Figure 1. Clock nets.
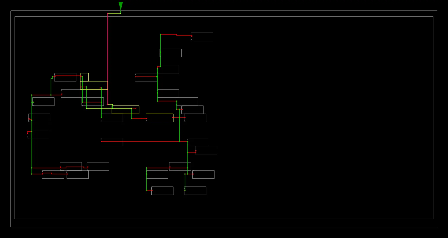
Figure 2. Wiring by layer.
Drawn at 4 px/µm.
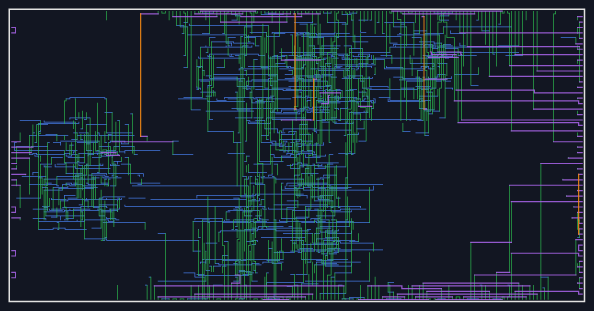
Figure 3. Floorplan with the power grid.
Drawn at 3 px/µm. Pins as bars on the die edge.
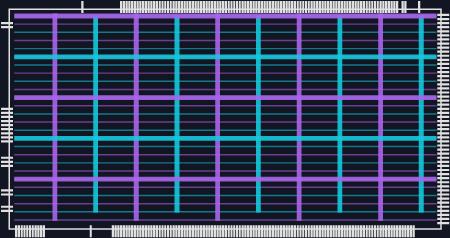
Figure 4. Clock network drawn from the DEF.
Drawn at 2 px/µm.
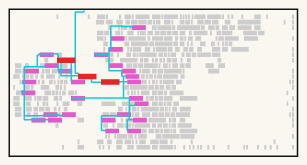
Figure 5. Logic cells by family.
Drawn at 2 px/µm.
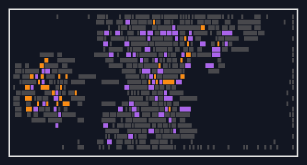
Design output_arb, sky130hd; sources not shown.
==> results_slide.txt <==
Synthesis and Place & Route Summary

Pwr
  • Largest power group: combinational cells
  • Flop+latch power: between 400 and 500 µW
  • Post-layout power: ~2.1 mW
  • Power density normalized to cell area: 521.6 nW/µm²
  • Power dissipated in combinational cells: between 1 and 1.5 mW
  • Share of total power in sequential cells: a little over a fifth

Logic synthesis
  • Share of the synthesized area in the top cell type: 33.90%
  • Number of instances in the synthesized netlist: just over 400
  • Dominant kind of combinational cell: buffers and inverters
  • Leading post-synthesis cells by cell area: sky130_fd_sc_hd__buf_4 34%, sky130_fd_sc_hd__dfxtp_1 17%, sky130_fd_sc_hd__ha_1 6.5%, sky130_fd_sc_hd__nand2_1 5.6%, sky130_fd_sc_hd__a21oi_1 3.9%
  • AND-OR/OR-AND Cells, Area Fraction: between 10% and 20%
  • Yosys Warn Count: 0
  • Synth cell types: about 53
  • Register bit total from synthesis: 27
  • Post-synthesis instance area: 3100 µm²

Worst hold path
  • Number of cells traversed by the worst hold path: 2
  • Class of the most critical hold timing path: reg -> reg

GRT
  • Number of global-route vias before repair: ~2,400
  • Initial antenna violation count: 0
  • Global-route wire length before repair: around 12,000 µm

Timing
  • Setup repair after global routing missed its margin: false
  • Number of max-slew violations in the final report: 0
  • Final worst hold slack: between 400 and 500 ps
  • Final Hold Viols: 0
  • Total negative setup slack: 0 ps
  • Number of setup violations in the final report: 0

Critical path
  • Reg2Reg Depth: 4
  • CP endpoint kind: output pin
  • Largest fanout of any net on the critical path: 4
  • Crit path DRT: 2470 ps
  • Startpoint class of the critical path: input pin

Layout
  • Number of non-clock inverters in the layout: 7
  • Sequential share of cell area: 13.34%
  • Storage element area: roughly 540 µm²
  • Layout cell share with drive strength beyond 1: about a quarter
  • Layout buffering overhead excluding clock cells: 31.74%
  • Comb gate area: about 1900 µm²
  • Fraction of area in clock buffers and inverters: under 10%
  • Most area-hungry cell class in the final design: multi-input combinational cells
  • Final Util: between 40% and 50%
  • Share of the final layout cell area in multi-input gates: roughly 48%
  • Clock buffer cells: 3
  • Final nets: 582
  • Area grow syn2layout: 30.71%

Floorplanning
  • Area enclosed by the die boundary: about 10,000 µm²
  • Floorplan-stage core utilization: about a third
  • Top Ports: around 300
  • FP Rows: 25

Drt
  • Antenna-violating nets left: 0
  • Routed vias/inst: 4.504
  • Detailed-route DRC error count: 0
  • Number of detailed-routing iterations run before antenna repair: 4
  • Detailed Route Iter0 Violations: around 52
  • Average routed wire per standard cell: between 10 and 15 µm

Job
  • Tool warning count: 37

Placed design
  • Setup slack at placement: -287.1 ps
  • Input/output buffers: about 73
  • Placed cell areas: approximately 3600 µm²
  • Weighted congestion at the end of routability-driven global placement: roughly 0.85
  • Final HPWL DP: ~6400 µm

Clock network
  • CTS HTree Levels: 1
  • Clock root cell: sky130_fd_sc_hd__clkbuf_16
  • Total number of clock tree sinks: 27
  • Number of buffers on the longest clock path: 2
  • Hold-fix buffers at CTS: 0
  • Clock-pin slew on the worst setup and hold paths: around 70 ps
  • CTS tree: done

Status
  • Run status: finished clean
About Figure 1:
clock latency on the worst-skew pair: 260 ps
number of buffers added by the clock tree synthesis step: 3
flip-flops: 27

About Figure 2:
[M4] orange | wire length: 103 µm
[M2] green | wire length: 4,020 µm
[M1] blue | wire length: 2,960 µm
[M3] purple | wire length: 1,030 µm
global router's overall resource usage: 14.45%
final wirelength: 8105 µm

About Figure 3:
[VSS] purple
[VDD] cyan
met4 straps: 10
rows: 25
met1 rails: 26
core box area: 9572 µm²
largest voltage drop on the vdd net: 0.2719 mV
height of the die: 72.72 µm
die width: 143.4 µm

About Figure 4:
[clock wires] cyan | length: 332 µm
[flip-flops] magenta | count: 27
[clock-net drivers] red | count: 3
routed clock nets: 4
part of the power in the clock network: 15.0%
power in the clock group: 317 µW
Setup Skew: 4.975 ps

About Figure 5:
[nor cells] orange | cells: 33 | most used: nor2_1
[aoi and oai cells] purple | cells: 66 | most used: a21oi_1
dominant logic cell type in the layout: sky130_fd_sc_hd__conb_1
post-route non-filler standard cell count: 571

-- layout by cell type (no fill, tap or decap), drive strengths merged, types with 6 or more instances in the layout --
cell type	synthesis	final
a21boi	16	16
a21oi	26	26
buf	143	58
clkdlybuf4s50	0	37
conb	2	66
dfxtp	27	27
dlymetal6s2s	0	9
ha	16	16
inv	7	7
nand2	48	48
nand4	6	6
nor2	20	20
o21ai	13	13
xnor2	12	12
xor2	12	12
-- synth_stat cells, drive strengths merged --
cell type,n
a211oi,4
o21bai,1
nand3b,1
xnor2,12
nor4b,1
a21oi,26
or2b,1
inv,7
nor4bb,1
o22ai,1
dfxtp,27
o21ai,13
a21boi,16
xor2,12
o2111ai,1
nand2,48
a22oi,1
o31a,1
buf,143
o211ai,2
or3b,1
nand3,5
a31o,1
or2,1
fa,1
ha,16
nor3b,3
clkbuf,5
o21a,5
or3,1
nor2b,3
nor3,5
nand4,6
mux2i,1
and3,2
a21o,2
conb,2
a31oi,1
nor2,20
nand2b,3
and2,2
-- critical path, cell delays in order --
cell and delay (ps):
sky130_fd_sc_hd__dlygate4sd2_1 240, sky130_fd_sc_hd__ha_2 180, sky130_fd_sc_hd__fa_2 380, sky130_fd_sc_hd__a21oi_4 160, sky130_fd_sc_hd__o211ai_2 120, sky130_fd_sc_hd__a21oi_2 220, sky130_fd_sc_hd__buf_4 150, sky130_fd_sc_hd__o21ai_2 50
sky130_fd_sc_hd__xor2_1 170, sky130_fd_sc_hd__bufbuf_16 310
-- layer usage --
| metal | global-route usage, % | part of all wire, % | vias to the layer above |
|---|---|---|---|
| met5 | - | 0 | - |
| met4 | 3.783 | 1.3 | 0 |
| met3 | 8.005 | 13 | 10 |
| met2 | 25.57 | 50 | 144 |
| met1 | 13.75 | 37 | 1213 |
| li1 | - | - | 1205 |
No activity file was given, so power comes from the tool's default toggle rates.
